===== src/rtl/keypad_matrix_scanner.sv =====
`default_nettype none
// ============================================================================
// Module      : keypad_matrix_scanner
// Description : Row-scanning keypad matrix controller. Drives one row low at a
//               time, samples the column lines at the end of each row slot,
//               classifies every full frame as none / single key / multiple
//               keys (multiple keys are ignored as possible ghosts), debounces
//               presses and releases over whole frames, and queues one key
//               code per debounced press in a show-ahead FIFO.
//
//               Optional feature macro: KEYPAD_AUTOREPEAT_EN
//                 When defined, a held key re-queues its code after 32 more
//                 held frames and then every 8 held frames. Frames spent in
//                 the release-wait state pause the repeat timer.
//
// Ports       : clk        - clock
//               resetn     - asynchronous active-low reset
//               col        - column sense lines, low = contact on driven row
//               row        - row drive lines, one-hot active-low
//               key_code   - head-of-FIFO code (row_index*COLS + col_index)
//               key_valid  - FIFO non-empty, key_code valid
//               key_ready  - consumer accepts the head entry
//               fifo_count - number of buffered events
//               overflow   - sticky flag: an event was dropped (FIFO full)
//               clr_ovf    - synchronous clear of overflow
//
// Revision    : 1.0 - initial release
// ============================================================================
module keypad_matrix_scanner #(
    parameter int ROWS       = 4,
    parameter int COLS       = 4,
    parameter int SETTLE     = 8,
    parameter int DEBOUNCE   = 3,
    parameter int FIFO_DEPTH = 4,
    parameter int KW         = $clog2(ROWS * COLS)
) (
    input  logic                          clk,
    input  logic                          resetn,
    input  logic [COLS-1:0]               col,
    output logic [ROWS-1:0]               row,
    output logic [KW-1:0]                 key_code,
    output logic                          key_valid,
    input  logic                          key_ready,
    output logic [$clog2(FIFO_DEPTH):0]   fifo_count,
    output logic                          overflow,
    input  logic                          clr_ovf
);

    // ------------------------------------------------------------------------
    // Constants
    // ------------------------------------------------------------------------
    localparam int c_RW = $clog2(ROWS);
    localparam int c_CW = $clog2(COLS);
    localparam int c_SW = $clog2(SETTLE);
    localparam int c_AW = $clog2(FIFO_DEPTH);
    localparam int c_DW = $clog2(DEBOUNCE + 1);

    localparam logic [c_SW-1:0] c_SETTLE_LAST = c_SW'(SETTLE - 1);
    localparam logic [c_RW-1:0] c_ROW_LAST    = c_RW'(ROWS - 1);
    localparam logic [c_DW-1:0] c_DB_LAST     = c_DW'(DEBOUNCE - 1);
    localparam logic [c_DW-1:0] c_DB_ONE      = c_DW'(1);
    localparam logic [c_AW:0]   c_CNT_FULL    = (c_AW + 1)'(FIFO_DEPTH);
    localparam logic [c_AW:0]   c_CNT_ONE     = (c_AW + 1)'(1);
    localparam logic [c_AW-1:0] c_PTR_ONE     = c_AW'(1);
    localparam logic [ROWS-1:0] c_ROW_RESET   = {{(ROWS - 1){1'b1}}, 1'b0};

    // ------------------------------------------------------------------------
    // Scan state
    // ------------------------------------------------------------------------
    logic [c_SW-1:0] r_settle_cnt;
    logic [c_RW-1:0] r_row_idx;
    logic [ROWS-1:0] r_row;
    logic [1:0]      r_frame_hits;   // 0, 1 or 2 (= two or more) low columns so far
    logic [KW-1:0]   r_frame_code;   // code of the single hit seen so far

    logic [COLS-1:0] w_col_low;
    logic [1:0]      w_col_hits;
    logic [c_CW-1:0] w_col_idx;
    logic [KW-1:0]   w_here_code;
    logic [2:0]      w_hit_sum;
    logic [1:0]      w_hits_sat;
    logic            w_sample;
    logic            w_frame_end;
    logic            w_frame_single;
    logic [KW-1:0]   w_frame_code;

    // Count low columns on the currently driven row (saturating at 2) and
    // remember the index of one of them; only meaningful when exactly one.
    always_comb begin
        w_col_low  = ~col;
        w_col_hits = 2'd0;
        w_col_idx  = '0;
        for (int c = COLS - 1; c >= 0; c--) begin
            if (w_col_low[c]) begin
                w_col_idx = c_CW'(c);
                if (w_col_hits != 2'd2) begin
                    w_col_hits = w_col_hits + 2'd1;
                end
            end
        end
    end

    assign w_here_code    = KW'(int'(r_row_idx) * COLS + int'(w_col_idx));
    assign w_hit_sum      = {1'b0, r_frame_hits} + {1'b0, w_col_hits};
    assign w_hits_sat     = (w_hit_sum >= 3'd2) ? 2'd2 : w_hit_sum[1:0];
    assign w_sample       = (r_settle_cnt == c_SETTLE_LAST);
    assign w_frame_end    = w_sample && (r_row_idx == c_ROW_LAST);
    // Classification includes the sample being taken this cycle, so the
    // debouncer sees the complete frame on the frame-end edge.
    assign w_frame_single = (w_hits_sat == 2'd1);
    assign w_frame_code   = (w_col_hits == 2'd1) ? w_here_code : r_frame_code;

    always_ff @(posedge clk or negedge resetn) begin
        if (!resetn) begin
            r_settle_cnt <= '0;
            r_row_idx    <= '0;
            r_row        <= c_ROW_RESET;
            r_frame_hits <= 2'd0;
            r_frame_code <= '0;
        end else if (w_sample) begin
            r_settle_cnt <= '0;
            // Rotating the active-low bit keeps row glitch-free and one-hot.
            r_row        <= {r_row[ROWS-2:0], r_row[ROWS-1]};
            if (w_frame_end) begin
                r_row_idx    <= '0;
                r_frame_hits <= 2'd0;
                r_frame_code <= '0;
            end else begin
                r_row_idx    <= r_row_idx + c_RW'(1);
                r_frame_hits <= w_hits_sat;
                r_frame_code <= w_frame_code;
            end
        end else begin
            r_settle_cnt <= r_settle_cnt + c_SW'(1);
        end
    end

    assign row = r_row;

    // ------------------------------------------------------------------------
    // Frame-rate debouncer
    // ------------------------------------------------------------------------
    typedef enum logic [1:0] {
        ST_IDLE         = 2'd0,
        ST_PRESS_WAIT   = 2'd1,
        ST_HELD         = 2'd2,
        ST_RELEASE_WAIT = 2'd3
    } db_state_t;

    db_state_t       r_db_state;
    logic [KW-1:0]   r_db_code;
    logic [c_DW-1:0] r_db_cnt;
    logic            r_push;         // one-cycle strobe, write data is r_db_code
    logic            w_match;

`ifdef KEYPAD_AUTOREPEAT_EN
    logic [5:0]      r_rep_cnt;
    logic            r_rep_first;    // still waiting for the long initial delay
`endif

    assign w_match = w_frame_single && (w_frame_code == r_db_code);

    always_ff @(posedge clk or negedge resetn) begin
        if (!resetn) begin
            r_db_state  <= ST_IDLE;
            r_db_code   <= '0;
            r_db_cnt    <= '0;
            r_push      <= 1'b0;
`ifdef KEYPAD_AUTOREPEAT_EN
            r_rep_cnt   <= '0;
            r_rep_first <= 1'b1;
`endif
        end else begin
            r_push <= 1'b0;
            if (w_frame_end) begin
                case (r_db_state)
                    ST_IDLE: begin
                        if (w_frame_single) begin
                            r_db_code <= w_frame_code;
                            r_db_cnt  <= c_DB_ONE;
                            if (DEBOUNCE == 1) begin
                                r_push     <= 1'b1;
                                r_db_state <= ST_HELD;
`ifdef KEYPAD_AUTOREPEAT_EN
                                r_rep_cnt   <= '0;
                                r_rep_first <= 1'b1;
`endif
                            end else begin
                                r_db_state <= ST_PRESS_WAIT;
                            end
                        end
                    end
                    ST_PRESS_WAIT: begin
                        if (w_match) begin
                            if (r_db_cnt == c_DB_LAST) begin
                                r_push     <= 1'b1;
                                r_db_state <= ST_HELD;
`ifdef KEYPAD_AUTOREPEAT_EN
                                r_rep_cnt   <= '0;
                                r_rep_first <= 1'b1;
`endif
                            end else begin
                                r_db_cnt <= r_db_cnt + c_DB_ONE;
                            end
                        end else begin
                            r_db_state <= ST_IDLE;
                        end
                    end
                    ST_HELD: begin
                        if (!w_match) begin
                            r_db_cnt   <= c_DB_ONE;
                            r_db_state <= (DEBOUNCE == 1) ? ST_IDLE : ST_RELEASE_WAIT;
                        end
`ifdef KEYPAD_AUTOREPEAT_EN
                        else if (r_rep_cnt == (r_rep_first ? 6'd31 : 6'd7)) begin
                            r_push      <= 1'b1;
                            r_rep_cnt   <= '0;
                            r_rep_first <= 1'b0;
                        end else begin
                            r_rep_cnt <= r_rep_cnt + 6'd1;
                        end
`endif
                    end
                    ST_RELEASE_WAIT: begin
                        // The repeat timer is left untouched here so that a
                        // bounce back to HELD resumes where it stopped.
                        if (w_match) begin
                            r_db_state <= ST_HELD;
                        end else if (r_db_cnt == c_DB_LAST) begin
                            r_db_state <= ST_IDLE;
                        end else begin
                            r_db_cnt <= r_db_cnt + c_DB_ONE;
                        end
                    end
                    default: begin
                        r_db_state <= ST_IDLE;
                    end
                endcase
            end
        end
    end

    // ------------------------------------------------------------------------
    // Show-ahead event FIFO
    // ------------------------------------------------------------------------
    logic [KW-1:0]   r_mem [FIFO_DEPTH];
    logic [c_AW-1:0] r_wr_ptr;
    logic [c_AW-1:0] r_rd_ptr;
    logic [c_AW:0]   r_count;
    logic            r_overflow;
    logic            w_full;
    logic            w_pop;
    logic            w_wr;

    assign w_full = (r_count == c_CNT_FULL);
    assign w_pop  = key_valid && key_ready;
    // A push into a full FIFO is still accepted when the head leaves this edge.
    assign w_wr   = r_push && (!w_full || w_pop);

    always_ff @(posedge clk or negedge resetn) begin
        if (!resetn) begin
            for (int i = 0; i < FIFO_DEPTH; i++) begin
                r_mem[i] <= '0;
            end
            r_wr_ptr   <= '0;
            r_rd_ptr   <= '0;
            r_count    <= '0;
            r_overflow <= 1'b0;
        end else begin
            if (w_wr) begin
                r_mem[r_wr_ptr] <= r_db_code;
                r_wr_ptr        <= r_wr_ptr + c_PTR_ONE;
            end
            if (w_pop) begin
                r_rd_ptr <= r_rd_ptr + c_PTR_ONE;
            end
            case ({w_wr, w_pop})
                2'b10:   r_count <= r_count + c_CNT_ONE;
                2'b01:   r_count <= r_count - c_CNT_ONE;
                default: r_count <= r_count;
            endcase
            // A drop on the same edge as a clear wins, so no loss goes unseen.
            if (r_push && w_full && !w_pop) begin
                r_overflow <= 1'b1;
            end else if (clr_ovf) begin
                r_overflow <= 1'b0;
            end
        end
    end

    assign key_valid  = (r_count != '0);
    assign key_code   = r_mem[r_rd_ptr];
    assign fifo_count = r_count;
    assign overflow   = r_overflow;

endmodule
`default_nettype wire


===== config.mk =====
export PLATFORM = sky130hd
export DESIGN_NAME = keypad_matrix_scanner
export DESIGN_NICKNAME = d
export VERILOG_FILES = /design/src/rtl/keypad_matrix_scanner.sv
export SDC_FILE = /design/constraint.sdc
export NUM_CORES = 1
export LEC_CHECK = 0
export CORE_MARGIN = 4
export CORE_UTILIZATION = 39
export CTS_CLUSTER_SIZE = 24
export DETAILED_ROUTE_END_ITERATION = 10
export HOLD_SLACK_MARGIN = 0.15
export PLACE_DENSITY_LB_ADDON = 0.2
export SYNTH_ARGS = -nofsm -noshare
export SYNTH_HDL_FRONTEND = slang
export SYNTH_SLANG_ARGS = --single-unit

===== constraint.sdc =====
create_clock -name clk -period 2.6 [get_ports clk]
set_input_delay 0.52 -clock clk [delete_from_list [all_inputs] [get_ports clk]]
set_output_delay 0.52 -clock clk [all_outputs]
set_load 0.01 [all_outputs]

Clock wiring as the flow saved it:
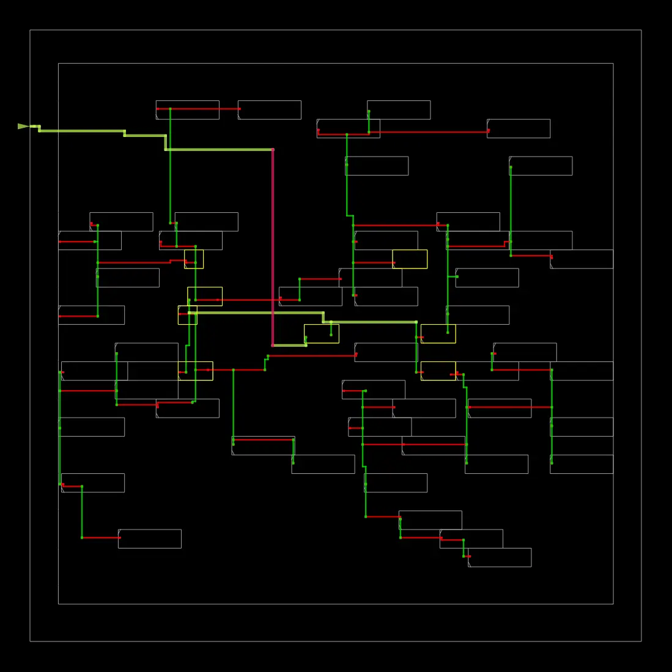
insertion delay at the late pin of the worst-skew pair: 0.29 ns
CTS buffer count: 5
worst clock skew: 0.00487 ns

The metal 2 layer:
Scale: 6 px per um.
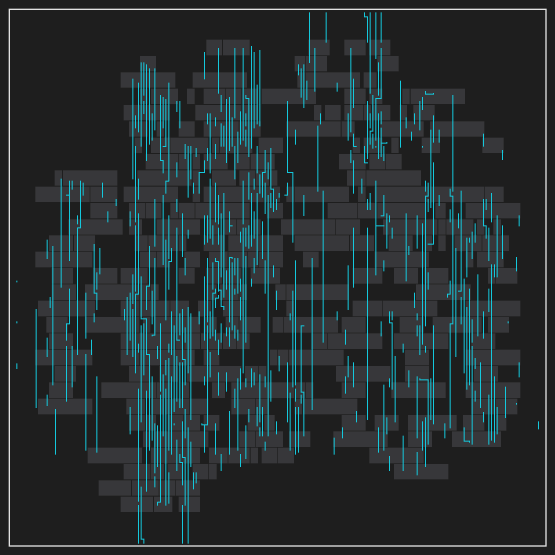
longest straight run: 40.1 um
share of all routed wire: 51%
met2 capacity usage during global routing: 23.6%
overall routed net length: 5220 um
via total after detailed routing: 1857

I/O nets highlighted:
Scale: 4 px per um.
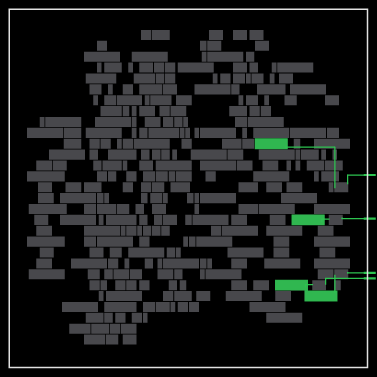
legend:
  key_code:
    colour: green
    bits: 4
    direction: output
    end_cells: 4
    wire: 60.5 um

==> qor.csv <==
stage,metric,value,unit
status,run_status,finished with violations,
status,failing_checks,setup timing,
floorplanning,floorplan.io_pins,21,
logic_synthesis,syn-cell-area,0.00257,mm2
worst_setup_path,setup.worst_path.start_class,primary input,
min_path,hold_path_class,primary input to asynchronous set/reset pin,
grt,track_usage,13.9,%
floorplanning,floorplan_die_height,89.2,um
worst_setup_path,worst_ep_arrival_time,3.22,ns
placed_design,post-place-cells,342,
logic_synthesis,seq_area_frac_synth,46.9,%
sta,finalWorstSetupSlack,-0.410,ns
clocking,cts.sink_count,48,
sta,finalSetupViolCount,5,
power_and_ir_drop,leakage,1.53,nW
logic_synthesis,avgSynthCellArea,11.4,um2
logic_synthesis,syn-num-nets,250,
floorplanning,chipWidth,89.2,um
grt,wire_length_of_the_first_global_routing_pass,8610,um
worst_setup_path,critPathKind,primary input to register,
floorplanning,placementRows,29,
logic_synthesis,synthesis.instances,225,
final_layout,fillerInstances,561,
floorplanning,initial_core_util,40.3,%
clocking,cts_buffer_depth,2,
logic_synthesis,yosys.cell_types.count,42,
worst_setup_path,critical-path-slowest-cell,sky130_fd_sc_hd__fa_1,
worst_setup_path,critPathMaxStageDelay,0.53,ns
worst_setup_path,kind_of_end_point_of_the_critical_path,register,
final_layout,layout.cells.most_common_list,"45 x sky130_fd_sc_hd__dfrtp_1, 28 x sky130_fd_sc_hd__buf_4, 21 x sky130_fd_sc_hd__mux2_2",
floorplanning,die_area,0.00796,mm2
flow_run,warnings,35,
power_and_ir_drop,vdd.ir_drop.worst,377,uV
final_layout,layout.core_utilization,52.9,%
sta,worst_slew_slack_as_a_fraction_of_its_limit,68.4,%
placed_design,place_hpwl,3650,um
clocking,cts_htree_levels,2,
final_layout,areaGrowthSynthToFinish,31.4,%
floorplanning,floorplan.core_area,0.00639,mm2
sta,finalCritPeriodShare,116,%
detailed_routing,drt_pre_antenna_iters,4,
worst_setup_path,critical-path-top-delay-family,adder cells,
final_layout,drive_above_1_share,37.4,%
detailed_routing,drt-initial-drc-count,35,
grt,maximum_number_of_pins_on_one_net_before_global_route_repair,20,
sta,hold_viol_final,0,
power_and_ir_drop,powerDensity,584,mW/mm2
sta,report.final.slew_viol_count,0,
logic_synthesis,yosysWarningCount,0,
worst_setup_path,most_repeated_library_cell_on_the_critical_path,sky130_fd_sc_hd__ha_4,
clocking,cts.root.buffer_cell,sky130_fd_sc_hd__clkbuf_8,
worst_setup_path,critPathRequiredTime,2.81,ns
sta,fmaxAchievable,0.332,GHz
final_layout,layout_top_cell_excl_fill_tap,sky130_fd_sc_hd__dfrtp_1,
placed_design,placement.io_buffers,20,
clocking,clock_tree_from_tritoncts,done,
worst_setup_path,worstPathBufferInverterCount,3,
grt,initial_antenna_violation_count,0,
clocking,clkTransAtPathRegs,0.09,ns
final_layout,instances_no_fill,358,
final_layout,antennaDiodeCount,0,
detailed_routing,drc_errors,0,
logic_synthesis,synth_flops,48,
placed_design,gp_congestion,0.805,
sta,grt_setup_unrepaired,true,
detailed_routing,ant_nets,0,
sta,setup-tns-final,-1.69,ns
sta,timing_worst_slew_pin_value,0.472,ns
worst_setup_path,critical_path_peak_fanout,4,
logic_synthesis,post_synthesis_cell_count_from_yosys,225,
grt,vias_in_the_first_global_route,1867,
final_layout,final_net_count,305,
detailed_routing,post_drt_wl_per_cell,14.6,um
grt,grt_remaining_overflow,0,
logic_synthesis,synth_chip_area,0.00257,mm2
worst_setup_path,worstPathCellList,buf_8 > ha_4 > or2_4 > and2_4 > ha_4 > nor2_4 > a31oi_4 > inv_2 > fa_1 > nand3_2 > buf_6 > nor4_4 > mux2_4 > a211oi_2,
detailed_routing,vias_per_cell,5.19,
sta,post-route-min-period,3.01,ns
flow_run,maxCapViolCount,0,
worst_setup_path,worst-r2r-setup-slack,0.44,ns
Clock distribution:
Scale: 6 px per um.
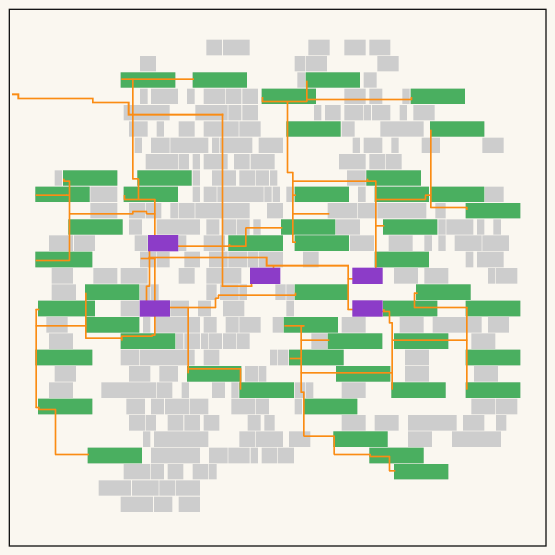
legend:
  flip-flops:
    colour: green
    count: 48
  clock drivers:
    colour: purple
    count: 5
  clock wires:
    colour: orange
    length: 606 um
routed clock nets: 6
share of power burned in the clock network: 23.7%
power consumed by the clock network: 0.000468 W

Placement by cell class:
Scale: 4 px per um. Fill, decap, tap and diode cells in grey.
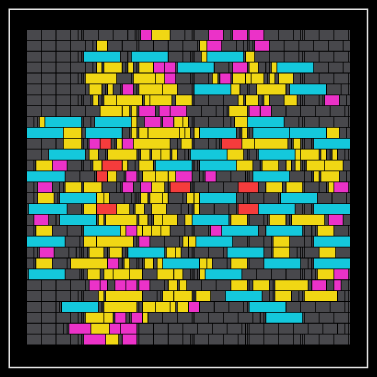
legend:
  combinational and other logic:
    colour: yellow
    cells: 172
    share_of_their_area: 46%
  sequential cells:
    colour: cyan
    cells: 48
    share_of_their_area: 37%
  clock drivers and dummy loads:
    colour: red
    cells: 8
    share_of_their_area: 3.0%
  remaining buffers and delay cells:
    colour: magenta
    cells: 53
    share_of_their_area: 14%

what timing repair did:
| item | 4_1_cts | 5_1_grt |
|---|---|---|
| setup endpoints to repair | 14 | 11 |
| cloned | 0 | 0 |
| gates resized | 27 | 24 |
| hold buffers | 0 | 0 |
| pin swaps | 9 | 12 |
| setup buffers | 8 | 2 |
metal layers:
layer	vias to the layer above	GRT usage, %	routed length (um)	part of all wire (%)
li1	907	-	-	-
met1	925	18.2	2370	45
met2	21	23.6	2670	51
met3	4	2.95	139	2.7
met4	0	2.84	43	0.82
met5	-	0	0	0
through the flow:
step	area [um2]	worst slack [ns]	hold WS, ns	power (W)
finish	3380	-0.410	0.156	0.00197
global route	3380	-0.488	0.172	0.00211
CTS	3290	-0.529	0.163	0.00196
detailed placement	3060	-1.35	0.426	0.00144
global placement	3060	-1.22	0.417	0.00144
floorplan	2600	-0.599	0.224	0.00122
where the power goes:
| group | leakage [nW] | switching, W | internal (W) |
|---|---|---|---|
| Clock | 0.0434 | 0.000253 | 0.000216 |
| Sequential | 0.614 | 0.000102 | 0.000813 |
| Combinational | 0.869 | 0.000267 | 0.000323 |
| Total | 1.53 | 0.000621 | 0.00135 |
Yosys cell counts (all sizes together):
master	n	area, um2
nor2b	5	31.3
a21o	2	16.3
nand4b	6	52.6
or2	1	6.26
o211ai	2	20.0
nand2	20	75.1
mux2	23	263
dfstp	3	78.8
mux2i	5	50.1
and2	5	31.3
nand4	2	12.5
o21a	1	7.51
xnor2	3	26.3
mux4	4	90.1
a31oi	1	6.26
nor4b	3	26.3
o22ai	6	37.5
fa	2	40.0
a211oi	2	15.0
or3b	1	8.76
a22o	3	27.5
nor3	4	25.0
nand3	6	30.0
and4	2	21.3
or3	2	12.5
ha	15	188
xor2	3	26.3
inv	20	75.1
nor4	2	27.5
o311a	1	11.3
clkbuf	5	18.8
nor2	11	41.3
nand2b	1	6.26
dfrtp	45	1130
o21ai	8	40.0
final timing paths:
kind                                 startpoint               to  cells after the start
max in group asynchronous                resetn           row[3]                      2
worst max register to register  r_frame_hits[0]      r_db_cnt[0]                      8
worst min-delay path                     resetn        r_mem[12]                      1
worst min register to register  r_settle_cnt[0]  r_settle_cnt[0]                      1
worst max-delay path                     col[2]      r_db_cnt[0]                     14
min in group clk                r_settle_cnt[0]  r_settle_cnt[0]                      1
cell families (layout without fill, tap and decap cells):
logic type,Yosys count,count (layout),synth area share (%)
xor+xnor,6,6,2.04
mux,32,32,15.7
fa+ha+maj,17,17,8.86
buf+inv,25,81,3.65
simple gates,71,71,15.9
compound gates,26,26,7.06
flops,48,48,46.9
sequential cells by signal, summed over array words and instances (netlist names), 2 cells and up, named ones only:
register and count:
r_row_idx 2, r_db_cnt 2, row 4, r_frame_code 4, r_rd_ptr 2, r_wr_ptr 2, r_frame_hits 2, r_mem 16
r_settle_cnt 3, r_db_code 4, fifo_count 3
layout make-up:
class                      instances  area [um2]  area share [%]
multi-input combinational        152        1430            42.4
sequential                        48        1200            35.7
timing repair buffer              53         467            13.8
tap                               77        96.3            2.85
clock buffer                       6        82.6            2.44
inverter                          20        80.1            2.37
clock inverter                     2        15.0           0.444
Power figures rest on the tool's default switching activity, not on a simulated workload.
